run_1/closeup.png
Region (38, 22) to (63, 47) µm. Cells in grey, sequential cells in the stronger grey; small squares are vias.
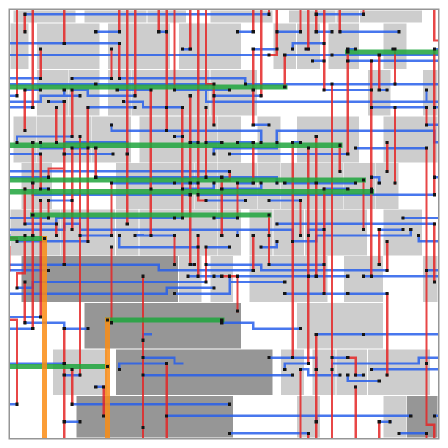
run_1/class_map.png
(4 px per µm) Fill, decap, tap and diode cells in grey.
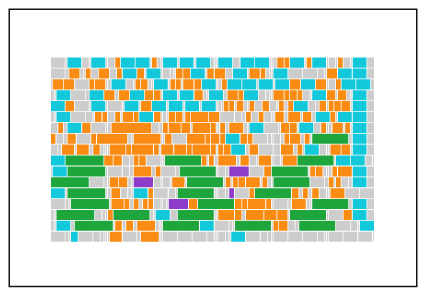
run_1/clock_wires.png
(6 px per µm)
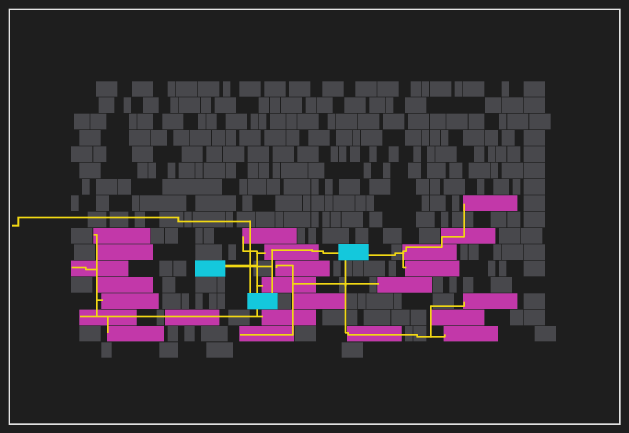
run_1/clock_nets.png
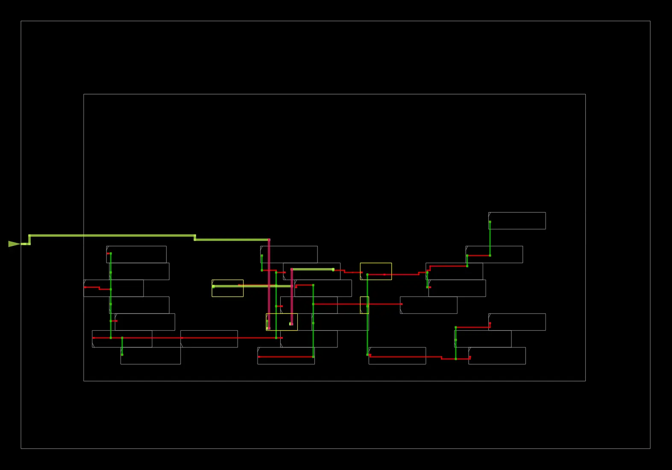
--- src/rtl/dpot_wiper_ctrl.sv ---
// Wiper controller for the digital potentiometer: CS/U-D step decoder with a saturating
// position register, a thermometer-coded ladder drive and an MSB-first serial readback.
module dpot_wiper_ctrl #(
  parameter int WIDTH     = 6,
  parameter int RESET_POS = 32
) (
  input  logic                    clk,
  input  logic                    rst_n,
  input  logic                    cs_n,
  input  logic                    ud,
  input  logic                    rd,
  output logic [WIDTH-1:0]        wiper,
  output logic [(1<<WIDTH)-2:0]   therm,
  output logic                    at_min,
  output logic                    at_max,
  output logic                    sdo,
  output logic                    sdo_valid,
  output logic                    busy
);

  localparam int CW = $clog2(WIDTH + 1);
  localparam logic [WIDTH-1:0] MAX_POS = '1;

  typedef enum logic [1:0] {IDLE, INC, DEC} step_t;
  typedef enum logic {RIDLE, SHIFT} rb_t;

  // Handshake: rd is a one-cycle request accepted only in RIDLE; sdo is
  // meaningful exactly while sdo_valid is high, and there is no back-pressure.

  logic cs_s1, cs_s2, cs_prev;
  logic ud_s1, ud_s2, ud_prev;
  logic cs_fall, cs_rise, ud_rise;

  step_t step_state, step_next;
  logic  step_up, step_dn;

  rb_t               rb_state, rb_next;
  logic [WIDTH-1:0]  shift_reg;
  logic [CW-1:0]     bit_cnt;

  // Synchronizers idle high so that reset release with pins high produces no edge.
  always_ff @(posedge clk or negedge rst_n) begin
    if (!rst_n) begin
      cs_s1   <= 1'b1;
      cs_s2   <= 1'b1;
      cs_prev <= 1'b1;
      ud_s1   <= 1'b1;
      ud_s2   <= 1'b1;
      ud_prev <= 1'b1;
    end else begin
      cs_s1   <= cs_n;
      cs_s2   <= cs_s1;
      cs_prev <= cs_s2;
      ud_s1   <= ud;
      ud_s2   <= ud_s1;
      ud_prev <= ud_s2;
    end
  end

  assign cs_fall = cs_prev & ~cs_s2;
  assign cs_rise = ~cs_prev & cs_s2;
  assign ud_rise = ~ud_prev & ud_s2;

  always_ff @(posedge clk or negedge rst_n) begin
    if (!rst_n) step_state <= IDLE;
    else        step_state <= step_next;
  end

  always_comb begin
    step_next = step_state;
    step_up   = 1'b0;
    step_dn   = 1'b0;
    case (step_state)
      IDLE: if (cs_fall) step_next = ud_s2 ? INC : DEC;
      INC: begin
        if (cs_rise)      step_next = IDLE;
        else if (ud_rise) step_up   = 1'b1;
      end
      DEC: begin
        if (cs_rise)      step_next = IDLE;
        else if (ud_rise) step_dn   = 1'b1;
      end
      default: step_next = IDLE;
    endcase
  end

  always_ff @(posedge clk or negedge rst_n) begin
    if (!rst_n) begin
      wiper <= WIDTH'(RESET_POS);
    end else if (step_up && wiper != MAX_POS) begin
      wiper <= wiper + WIDTH'(1);
    end else if (step_dn && wiper != '0) begin
      wiper <= wiper - WIDTH'(1);
    end
  end

  for (genvar i = 0; i < (1 << WIDTH) - 1; i++) begin : g_therm
    assign therm[i] = (wiper > WIDTH'(i));
  end

  assign at_min = (wiper == '0);
  assign at_max = (wiper == MAX_POS);

  always_ff @(posedge clk or negedge rst_n) begin
    if (!rst_n) rb_state <= RIDLE;
    else        rb_state <= rb_next;
  end

  always_comb begin
    rb_next = rb_state;
    case (rb_state)
      RIDLE:   if (rd) rb_next = SHIFT;
      SHIFT:   if (bit_cnt == CW'(1)) rb_next = RIDLE;
      default: rb_next = RIDLE;
    endcase
  end

  always_ff @(posedge clk or negedge rst_n) begin
    if (!rst_n) begin
      shift_reg <= '0;
      bit_cnt   <= '0;
    end else if (rb_state == RIDLE && rd) begin
      shift_reg <= wiper;
      bit_cnt   <= CW'(WIDTH);
    end else if (rb_state == SHIFT) begin
      shift_reg <= shift_reg << 1;
      bit_cnt   <= bit_cnt - CW'(1);
    end
  end

  assign sdo_valid = (rb_state == SHIFT);
  assign sdo       = sdo_valid & shift_reg[WIDTH-1];
  assign busy      = (step_state != IDLE) || (rb_state != RIDLE);

endmodule

--- config.mk ---
export PLATFORM = sky130hd
export DESIGN_NAME = dpot_wiper_ctrl
export DESIGN_NICKNAME = d
export VERILOG_FILES = /design/src/rtl/dpot_wiper_ctrl.sv
export SDC_FILE = /design/constraint.sdc
export NUM_CORES = 1
export LEC_CHECK = 0
export CAP_MARGIN = 0
export CORE_ASPECT_RATIO = 0.6
export CORE_MARGIN = 10
export CORE_UTILIZATION = 46
export CTS_CLUSTER_SIZE = 24
export DETAILED_ROUTE_END_ITERATION = 12
export HOLD_SLACK_MARGIN = 0.15
export PLACE_DENSITY_LB_ADDON = 0.2
export SETUP_SLACK_MARGIN = 0.3
export SLEW_MARGIN = 20
export SYNTH_ARGS = -nofsm -noshare
export SYNTH_HDL_FRONTEND = slang
export SYNTH_SLANG_ARGS = --single-unit
--- constraint.sdc ---
create_clock -name clk -period 5.54 [get_ports clk]
set_clock_uncertainty 0.15 [all_clocks]
set_input_delay 1.662 -clock clk [delete_from_list [all_inputs] [get_ports clk]]
set_output_delay 1.662 -clock clk [all_outputs]
set_load 0.02 [all_outputs]
==> out/results.txt, run 1 <==
Die span in y - 68.92 µm
CTS tree - yes
Initial antenna violation count - 0
Tool Warnings - 33
Tightest Hold Check Type - reg2reg
Sw frac - 0.5108
Flops after synth - 24
Die area - 6996 µm²
Yosys Chip Area - 1834 µm²
Placer Congestion - 0.9104
VDD IR max - 429.8 µV
Hold Fails Final Rpt - 0
Drt total wl - 5.574 mm
Seq pwr share - 0.210
Design Area, Final - 2626 µm²
M3 GR Usage - 0.06548
First-pass GRT wire length - 8.735 mm
Largest net degree at the start of global routing - 41
Met1 usage - 0.2024
Synth area leaders - dfrtp_1, dfstp_2, ha_1, nand2_1, nor2_1
DP Wirelength - 4.486 mm
Metal3 WL - 621 µm
Worst hold path startpoint - ud_s1$_DFF_PN1_
R2R Path Start - wiper[2]$_DFFE_PN0P_
Layout Cells excl Fill - 336
Register clock-pin slew on the reported worst setup and hold paths - 0.07 ns
# IOs - 79
Max Used Layer - met4
Die Width - 101.5 µm
Outcome - finished, final reports clean
Most frequent cell after synthesis - nand2_1
Max-area cell share - 0.2319
Final Util - 0.7015
YS warnings - 0
R2r setup slk - 3.26 ns
Psw - 0.0009260 W
Max FO, Critical Path - 40
Worst Path Required - 3.73 ns
Notes on closeup.png above:
[M1] blue
[M4] orange
[M3] green
[M2] red
cells with their middle in the window: 55
netlist names of flops here include: wiper (3), shift_reg (1)
sequential cells in the window: 4
most frequent: nand2_1 (8), nor2_1 (7), clkdlybuf4s50_1 (6)

Notes on class_map.png above:
[registers] green | cells: 24
[remaining buffers and delay cells] cyan | cells: 78
[clock drivers and dummy loads] purple | cells: 4
[remaining logic cells] orange | cells: 183

Notes on clock_wires.png above:
[flip-flops] magenta | count: 24
[clock wires] yellow | length: 279 µm
[clock-net drivers] cyan | count: 3
routed clock nets: 4

Notes on clock_nets.png above:
Num CTS Buffers: 3
clk_lat worst skew: 0.26 ns

[run 1: area by class of cell]
| class | count | area [µm²] | area share |
|---|---|---|---|
| clock buffer | 4 | 45.04 | 0.01715 |
| inverter | 17 | 63.81 | 0.02430 |
| tap | 47 | 58.81 | 0.02239 |
| multi-input combinational | 166 | 1074 | 0.4088 |
| timing repair buffer | 78 | 775.7 | 0.2954 |
| sequential | 24 | 609.3 | 0.2320 |
[run 1: worst max-delay path: cells and delay by family (launching register included)]
kind | cells | cell delay (ns)
flip-flops | 1 | 0.95
buffers and inverters | 1 | 0.66
AND/OR/NAND/NOR | 2 | 0.75
[run 1: power by group through the flow]
stage | Clock, W | Combinational, W | Sequential [W]
after CTS | 0.000106 | 0.00134 | 0.000380
after global routing | 0.000114 | 0.00144 | 0.000399
final | 0.000101 | 0.00133 | 0.000382
after detailed placement | 0 | 0.00134 | 0.000382
after floorplan | 0 | 0.000810 | 0.000309
after global placement | 0 | 0.00133 | 0.000378
[run 1: cells in the final DEF, fill, tap and decap left out, types with 7 or more instances in the layout]
cell | netlist | layout
a21oi_1 | 10 | 10
dfrtp_1 | 17 | 17
nor2_1 | 25 | 25
a21boi_0 | 10 | 10
ha_1 | 10 | 10
nand2_1 | 29 | 29
clkdlybuf4s50_1 | 0 | 77
nand2b_1 | 8 | 8
o21ai_0 | 14 | 14
dfstp_2 | 7 | 7
inv_1 | 17 | 17
[run 1: logic make-up after synthesis]
family	count (synthesis)	share of synthesized area
AND-OR/OR-AND	56	0.2197
buffers and inverters	35	0.08253
XOR/XNOR	6	0.02865
flip-flops	24	0.3322
adder cells (fa/ha/maj)	10	0.06821
AND/OR/NAND/NOR	87	0.2299
multiplexers	7	0.03888
run_1/util_map.png
(3 px per µm) 10 x 7 tiles, from black (low) to pale yellow (high), 0 to 100% covered.
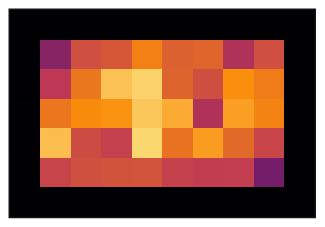

==> run 2: changes to the inputs <==
- CORE_UTILIZATION: 46 -> 43
- clock period: 5.54 -> 4.3 ns (I/O delays scaled with it)
run_2/util_map.png
(3 px per µm) 10 x 7 tiles, from black (low) to pale yellow (high), 0 to 100% covered.
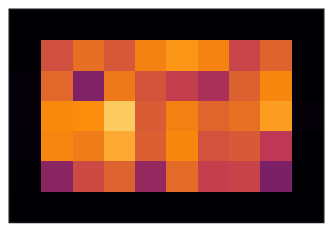
mean over tiles: 36%
nearly empty tiles: 43%
emptiest ninth of the die: lower right
tiles over 75% full: 7.1%

==> run 2 against run 1 <==
  * Die area up 5.3%
  * Routed wire length decreased by 0.45%
  * Combinational power is 32% higher
  * Sequential power grew 21%
  * First-iteration DRC count grew 4.3%
  * Clock power rose by 96%
  * Count of clock-buffer cells in the layout fell by 1
  * Worst hold slack improved by 0.0011 ns
  * Sequential cell count is the same
  * Largest power group unchanged
==> out/results.txt, run 2 <==
Drt total wl - 5.549 mm (-0.45%)
Outcome - finished, final reports clean
Most frequent cells in the layout - clkdlybuf4s50_1, nand2_1, nor2_1, inv_1, o21ai_0
Design Area, Final - 2699 µm² (+2.8%)
First-pass GRT wire length - 8.783 mm (+0.55%)
Die Width - 104.3 µm (+2.8%)
Max FO, Critical Path - 10 (-75%)
Register clock-pin slew on the reported worst setup and hold paths - 0.08 ns (about the same)
Synth area leaders - dfrtp_1, dfstp_2, ha_1, nand2_1, nor2_1
Clk_lat worst skew - 0.27 ns (about the same)
Die span in y - 70.59 µm (+2.4%)
R2R Path Start - wiper[3]$_DFFE_PN0P_
Placer Congestion - 0.9503 (+4.4%)
Flops after synth - 24 (unchanged)
Worst hold path startpoint - cs_s1$_DFF_PN1_
Tool Warnings - 34 (+3.0%)
Worst Path Required - 2.86 ns (-0.87 ns)
Tightest Hold Check Type - reg2reg
Hold Fails Final Rpt - 0 (unchanged)
Die area - 7364 µm² (+5.3%)
Yosys Chip Area - 1834 µm² (unchanged)
# IOs - 79 (unchanged)
[run 2: cell counts after synthesis]
No cell type changed its count.
[run 2: critical path, stage by stage, from the launching register on]
cell and delay [ns]:
dfrtp_2 0.49, inv_1 0.21, ha_2 0.38, nand2b_1 0.19, a21oi_1 0.07, or2_2 0.28
clkdlybuf4s50_1 0.55
[run 2: cell type report]
class	count	area (µm²)	area share
clock buffer	3	41.29	0.01530
clock inverter	1	30.03	0.01113
multi-input combinational	166	1084	0.4015
sequential	24	614.3	0.2276
timing repair buffer	80	790.8	0.2930
tap	60	75.07	0.02782
inverter	17	63.81	0.02364
[run 2: per-layer routing]
layer  share of wire  wire length [µm]  global-route usage  vias up
met1            0.50              2785              0.1913      854
met5               0                 0                   0        -
li1                -                 -                   -      877
met3           0.079               440             0.05606        4
met2            0.41              2284              0.2109       62
met4          0.0068                38             0.01690        0
[run 2: report_power, final]
group          internal (W)  switching (W)  total (W)  leakage (nW)
clock network      0.000125      0.0000734   0.000198        0.0357
registers          0.000307       0.000156   0.000463         0.283
logic              0.000788       0.000971    0.00176         0.795
total               0.00122        0.00120    0.00242          1.11
[run 2: cells by family after synthesis]
logic type	Yosys count	share of synthesized area
buf+inv	35	0.08253
mux	7	0.03888
fa+ha+maj	10	0.06821
simple gates	87	0.2299
flops	24	0.3322
compound gates	56	0.2197
xor+xnor	6	0.02865
[run 2: through the flow]
stage | hold WS, ns | instances
final | 0.2089 | 351
after CTS | 0.2093 | 351
after detailed placement | 0.1970 | 347
after global routing | 0.2116 | 351
after floorplan | 0.1952 | 225
after global placement | 0.1955 | 347
[run 2: repair_timing]
action                                  in CTS  in global routing
cloned                                       0                  0
endpoints found under the hold margin        0                  0
hold buffers                                 0                  0
setup buffers                                0                  0
endpoints found under the setup margin       2                 27
resized                                      3                  5
==> run 3: changes to the inputs <==
- CTS_CLUSTER_SIZE: 24 -> 14
run_3/clock_nets.png
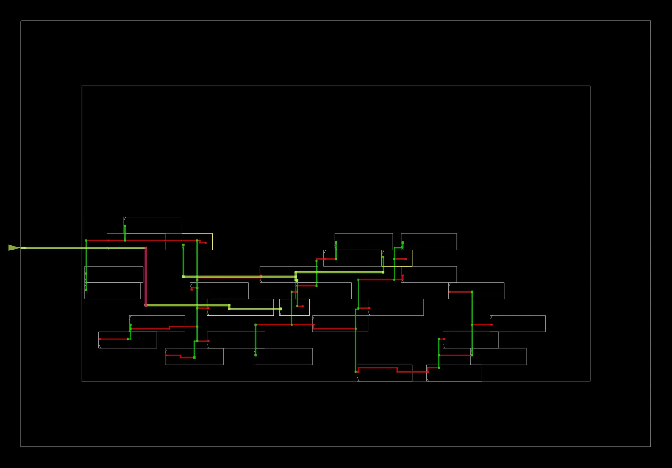
flip-flops: 24
clkbuf count: 3
clk_lat worst skew: 0.27 ns

==> run 3 against run 2 <==
  * Register-to-register slack barely moved
  * Non-clock buffer count did not move
  * Cell count did not move
  * Power did not move
  * Routed wire length did not move
  * Clock power barely moved
  * Synthesized cell count did not move
  * Core utilization did not move
  * Combinational power barely moved
==> out/results.txt, run 3 <==
Outcome - finished, final reports clean
Design Area, Final - 2699 µm² (unchanged)
Setup-failing EPs final - 0
Synth mux share - 0.03888 (unchanged)
Area share of fa/ha/maj cells after synthesis - 0.06821 (unchanged)
Placer Congestion - 0.9503 (unchanged)
Layout Cells excl Fill - 351 (unchanged)
Max-area cell share - 0.2319
First-pass GRT wire length - 8.783 mm (unchanged)
Max FO, Critical Path - 10 (unchanged)
Iteration tally of the first detailed-router pass - 4
Most frequent cells in the layout - clkdlybuf4s50_1, nand2_1, nor2_1, inv_1, o21ai_0
Internal Pwr Total - 0.001219 W (unchanged)
Comb power frac - 0.727 (about the same)
Hold slack - 0.2089 ns (unchanged)
Aoi share - 0.2196 (unchanged)
Yosys xor share - 0.02865 (unchanged)
R2R Path Start - wiper[3]$_DFFE_PN0P_
Tool Warnings - 34 (unchanged)
Worst hold path startpoint - cs_s1$_DFF_PN1_
Register clock-pin slew on the reported worst setup and hold paths - 0.08 ns (about the same)
Simple Share, Synth - 0.2299 (unchanged)
Tightest Hold Check Type - reg2reg
# IOs - 79 (unchanged)
R2r setup slk - 2.16 ns
Synth area leaders - dfrtp_1, dfstp_2, ha_1, nand2_1, nor2_1
Die area - 7364 µm² (unchanged)
Psw - 0.001200 W (unchanged)
Worst Path Required - 2.86 ns (about the same)
Clk pwr share - 0.082 (about the same)
Antenna cells - 0
Yosys Chip Area - 1834 µm² (unchanged)
Sequential cell area - 614.3 µm² (unchanged)
Seq pwr share - 0.191 (about the same)
Die span in y - 70.59 µm (unchanged)
Sw frac - 0.4960 (unchanged)
Dpl cells - 347 (unchanged)
Drt total wl - 5.549 mm (unchanged)
Num CTS Buffers - 3
==> run 3: how the worst min path moves through the flow <==
stage and endpoint:
2_1_floorplan cs_s2$_DFF_PN1_, 3_3_place_gp ud_s2$_DFF_PN1_, 3_5_place_dp cs_s2$_DFF_PN1_, 4_1_cts cs_s2$_DFF_PN1_
5_1_grt cs_s2$_DFF_PN1_, 6_report cs_s2$_DFF_PN1_
==> run 3: layout make-up <==
class / count / share of cell area
multi-input cells: 166 / 0.4015
repair buffers: 80 / 0.2930
flip-flops and latches: 24 / 0.2276
well taps: 60 / 0.02782
inverters: 17 / 0.02364
clock buffers: 3 / 0.01530
clock inverters: 1 / 0.01113
==> run 3: power by group through the flow <==
| stage | registers (W) | logic, W | clock network (W) |
|---|---|---|---|
| after floorplan | 0.000398 | 0.00104 | 0 |
| after global placement | 0.000453 | 0.00175 | 0 |
| after detailed placement | 0.000459 | 0.00176 | 0 |
| after CTS | 0.000457 | 0.00177 | 0.000204 |
| after global routing | 0.000484 | 0.00188 | 0.000210 |
| final | 0.000463 | 0.00176 | 0.000198 |
==> run 3: layer usage <==
metal / wire length (µm) / track usage / vias up
met4: 38 / 0.01690 / 0
met3: 440 / 0.05606 / 4
li1: - / - / 877
met5: 0 / 0 / -
met2: 2284 / 0.2109 / 62
met1: 2785 / 0.1913 / 854
==> run 3: critical path: stages, from the launching register on <==
cell             delay [ns]
dfrtp_2                0.49
inv_1                  0.21
ha_2                   0.38
nand2b_1               0.19
a21oi_1                0.07
or2_2                  0.28
clkdlybuf4s50_1        0.55
==> run 3: timing repair <==
action / 4_1_cts / 5_1_grt
resized: 3 / 5
hold buffers: 0 / 0
setup buffers: 0 / 0
endpoints found under the setup margin: 2 / 27
Power is estimated from default activity; no workload was simulated.
